$ cat src/rtl/conv10_seq_pkg.sv
// Shared types, layer encodings and width helpers for the conv10 sequencer.
`timescale 1ns/1ps
package conv10_seq_pkg;

    typedef enum logic [2:0] {
        IDLE,
        RUN,
        DRAIN,
        CLR,
        WB,
        DONE
    } state_t;

    localparam logic LAYER_CONV10_1 = 1'b0;
    localparam logic LAYER_CONV10_2 = 1'b1;

    // Never returns zero so a degenerate count of 1 still yields a legal vector.
    function automatic int clog2_min1(input int v);
        return (v <= 2) ? 1 : $clog2(v);
    endfunction

    function automatic int addr_w(input int wout, input int chin);
        return clog2_min1(wout * wout * chin);
    endfunction

    function automatic int pix_w(input int wout);
        return clog2_min1(wout * wout);
    endfunction

endpackage

$ cat src/rtl/conv10_addr_gen.sv
// Pixel/channel counters and the registered IFM address pix*CHIN+ch.
`timescale 1ns/1ps
module conv10_addr_gen
    import conv10_seq_pkg::*;
#(
    parameter int WOUT   = 8,
    parameter int CHIN   = 736,
    parameter int ADDR_W = addr_w(WOUT, CHIN),
    parameter int PIX_W  = pix_w(WOUT)
) (
    input  logic              clk,
    input  logic              rst,
    input  logic              clear,
    input  logic              ch_inc,
    input  logic              pix_inc,
    output logic              ch_last,
    output logic              pix_last,
    output logic [PIX_W-1:0]  pix,
    output logic [ADDR_W-1:0] addr
);

    localparam int CH_W = clog2_min1(CHIN);

    logic [CH_W-1:0]   ch_q, ch_d;
    logic [PIX_W-1:0]  pix_q, pix_d;
    logic [ADDR_W-1:0] addr_q, addr_d;

    assign ch_last  = (ch_q == CH_W'(CHIN - 1));
    assign pix_last = (pix_q == PIX_W'(WOUT * WOUT - 1));

    // NOTE: every always_comb output gets a default first so no path can infer a latch.
    always_comb begin
        ch_d  = ch_q;
        pix_d = pix_q;
        if (clear) begin
            ch_d  = '0;
            pix_d = '0;
        end else begin
            if (ch_inc) begin
                ch_d = ch_last ? '0 : ch_q + CH_W'(1);
            end
            if (pix_inc) begin
                pix_d = pix_last ? '0 : pix_q + PIX_W'(1);
            end
        end
        // Address follows the next counter values so it lines up with the registered strobes.
        addr_d = ADDR_W'(pix_d) * ADDR_W'(CHIN) + ADDR_W'(ch_d);
    end

    // NOTE: sequential state uses non-blocking assignments only.
    always_ff @(posedge clk or posedge rst) begin
        if (rst) begin
            ch_q   <= '0;
            pix_q  <= '0;
            addr_q <= '0;
        end else begin
            ch_q   <= ch_d;
            pix_q  <= pix_d;
            addr_q <= addr_d;
        end
    end

    assign pix  = pix_q;
    assign addr = addr_q;

endmodule

$ cat src/rtl/conv10_seq_ctrl.sv
// Sequencer running conv10_1 then conv10_2 over the shared MAC array, pixel by pixel.
`timescale 1ns/1ps
module conv10_seq_ctrl
    import conv10_seq_pkg::*;
#(
    parameter int WOUT     = 8,
    parameter int CHIN     = 736,
    parameter int PIPE_LAT = 2,
    parameter int ADDR_W   = addr_w(WOUT, CHIN),
    parameter int PIX_W    = pix_w(WOUT)
) (
    input  logic              clk,
    input  logic              rst,
    input  logic              start,
    input  logic              wb_ack,
    output logic              conv10_1_en,
    output logic              conv10_2_en,
    output logic              ifm_rd_en,
    output logic [ADDR_W-1:0] ifm_addr,
    output logic              mac_clr,
    output logic              ofm_wr_en,
    output logic [PIX_W-1:0]  ofm_wr_addr,
    output logic              ofm_bank,
    output logic              busy,
    output logic              done
);

    localparam int DR_W = clog2_min1(PIPE_LAT);

    state_t          state_q, state_d;
    logic            layer_q, layer_d;
    logic [DR_W-1:0] drain_q, drain_d;

    logic clear, ch_inc, pix_inc, ch_last, pix_last;
    logic busy_q, done_q, c1_en_q, c2_en_q, rd_en_q, clr_q;

    conv10_addr_gen #(
        .WOUT   (WOUT),
        .CHIN   (CHIN),
        .ADDR_W (ADDR_W),
        .PIX_W  (PIX_W)
    ) u_addr_gen (
        .clk      (clk),
        .rst      (rst),
        .clear    (clear),
        .ch_inc   (ch_inc),
        .pix_inc  (pix_inc),
        .ch_last  (ch_last),
        .pix_last (pix_last),
        .pix      (ofm_wr_addr),
        .addr     (ifm_addr)
    );

    always_comb begin
        state_d = state_q;
        layer_d = layer_q;
        drain_d = drain_q;
        clear   = 1'b0;
        ch_inc  = 1'b0;
        pix_inc = 1'b0;
        unique case (state_q)
            IDLE: begin
                if (start) begin
                    state_d = RUN;
                    layer_d = LAYER_CONV10_1;
                    clear   = 1'b1;
                end
            end
            RUN: begin
                ch_inc = 1'b1;
                if (ch_last) begin
                    state_d = DRAIN;
                    drain_d = '0;
                end
            end
            DRAIN: begin
                if (drain_q == DR_W'(PIPE_LAT - 1)) state_d = CLR;
                else                                 drain_d = drain_q + DR_W'(1);
            end
            CLR: state_d = WB;
            WB: begin
                // The final pixel of conv10_1 wraps pix to 0 and hands over to conv10_2.
                if (wb_ack) begin
                    if (!pix_last || layer_q == LAYER_CONV10_1) begin
                        pix_inc = 1'b1;
                        state_d = RUN;
                        if (pix_last) layer_d = LAYER_CONV10_2;
                    end else begin
                        state_d = DONE;
                    end
                end
            end
            DONE:    state_d = IDLE;
            default: state_d = IDLE;
        endcase
    end

    // Strobes are registered from the next state so they line up with state_q.
    always_ff @(posedge clk or posedge rst) begin
        if (rst) begin
            state_q <= IDLE;
            layer_q <= LAYER_CONV10_1;
            drain_q <= '0;
            busy_q  <= 1'b0;
            done_q  <= 1'b0;
            c1_en_q <= 1'b0;
            c2_en_q <= 1'b0;
            rd_en_q <= 1'b0;
            clr_q   <= 1'b0;
        end else begin
            state_q <= state_d;
            layer_q <= layer_d;
            drain_q <= drain_d;
            busy_q  <= (state_d != IDLE);
            done_q  <= (state_d == DONE);
            c1_en_q <= (state_d == RUN || state_d == DRAIN) && layer_d == LAYER_CONV10_1;
            c2_en_q <= (state_d == RUN || state_d == DRAIN) && layer_d == LAYER_CONV10_2;
            rd_en_q <= (state_d == RUN);
            clr_q   <= (state_d == CLR);
        end
    end

    assign busy        = busy_q;
    assign done        = done_q;
    assign conv10_1_en = c1_en_q;
    assign conv10_2_en = c2_en_q;
    assign ifm_rd_en   = rd_en_q;
    assign mac_clr     = clr_q;
    assign ofm_wr_en   = clr_q;
    assign ofm_bank    = layer_q;

endmodule
$ cat config.mk
export PLATFORM = sky130hd
export DESIGN_NAME = conv10_seq_ctrl
export DESIGN_NICKNAME = d
export VERILOG_FILES = /design/src/rtl/conv10_seq_pkg.sv /design/src/rtl/conv10_addr_gen.sv /design/src/rtl/conv10_seq_ctrl.sv
export SDC_FILE = /design/constraint.sdc
export NUM_CORES = 1
export LEC_CHECK = 0
export CORE_MARGIN = 3
export CORE_UTILIZATION = 55
export DETAILED_ROUTE_END_ITERATION = 8
export PLACE_DENSITY = 0.92
export RECOVER_POWER = 50
export SLEW_MARGIN = 15
export SYNTH_ARGS = -nofsm -noshare
export SYNTH_HDL_FRONTEND = slang
export SYNTH_SLANG_ARGS = --single-unit
$ cat constraint.sdc
create_clock -name clk -period 6.6 [get_ports clk]
set_input_delay 0.99 -clock clk [delete_from_list [all_inputs] [get_ports clk]]
set_output_delay 0.99 -clock clk [all_outputs]
set_load 0.1 [all_outputs]
Figure 1. Signal metal coverage by tile.
Drawn at 4 px/um. 15 x 15 tiles, from dark purple (low) to yellow (high), scaled to the fullest tile. Values are wire area over tile area, all layers added.
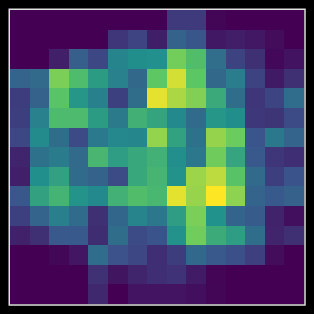
tiles over half the peak = 24%
nearly empty tiles = 20%
densest ninth of the die = center
emptiest ninth of the die = south-west

Figure 2. Signal wires by layer.
Drawn at 4 px/um. Two of the layers only.
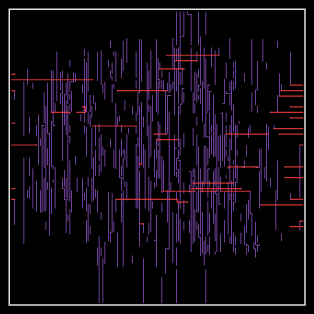
met3 -> red  # wire length 241 um
met2 -> purple  # wire length 2420 um

Figure 3. Gate-type map.
Drawn at 4 px/um.
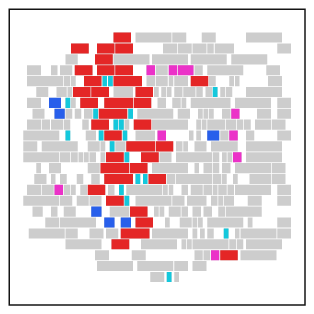
AND and OR gates -> magenta  # cells 9, most used and3_1
AND-OR and OR-AND gates -> blue  # cells 6, most used a21o_1
inverters -> cyan  # cells 19, most used inv_1
adder and majority cells -> red  # cells 36, most used ha_1

==> impl_metrics.py <==
# Synthesis and PnR figures
metrics = {
    "run_status": {
        "status": "finished, violations left",
        "violations": "capacitance limit, slew limit",
    },
    "routing": {
        "dr_wl_met3_um": 241,
        "post_drt_wl_per_cell_um": 14.13,
    },
    "timing": {
        "hold_slack_ps": 525.7,
        "slew_viol_final": 39,
        "skew_ps": 5.888,
    },
    "logic_synthesis": {
        "top_cell_area_share_pct": 37.91,
        "mappedNetlistArea_sq_um": 2509,
        "yosys_area_sq_um": 2509,
        "aoi_share_pct": 9.277,
        "syn_nets": 290,
        "ff_type": "dfrtp_1",
    },
    "clock_tree": {
        "cts_setup_buffers": 0,
    },
    "final_layout": {
        "sh_seq_area_pct": 32.44,
        "comb_area_sq_um": 1436,
        "register_area_sq_um": 950.9,
        "drive_gt1_share_pct": 3.860,
        "area_delta_synth_final_pct": 16.86,
    },
    "job": {
        "drv_cap": 1,
    },
    "floorplanning": {
        "fp_util_pct": 59.71,
    },
    "power_and_ir_drop": {
        "finalPower_uw": 391.3,
    },
    "placement": {
        "dp_slack_ps": 853.2,
        "finalWeightedCongestion": 0.8705,
    },
    "min_path": {
        "hold_depth": 2,
    },
}
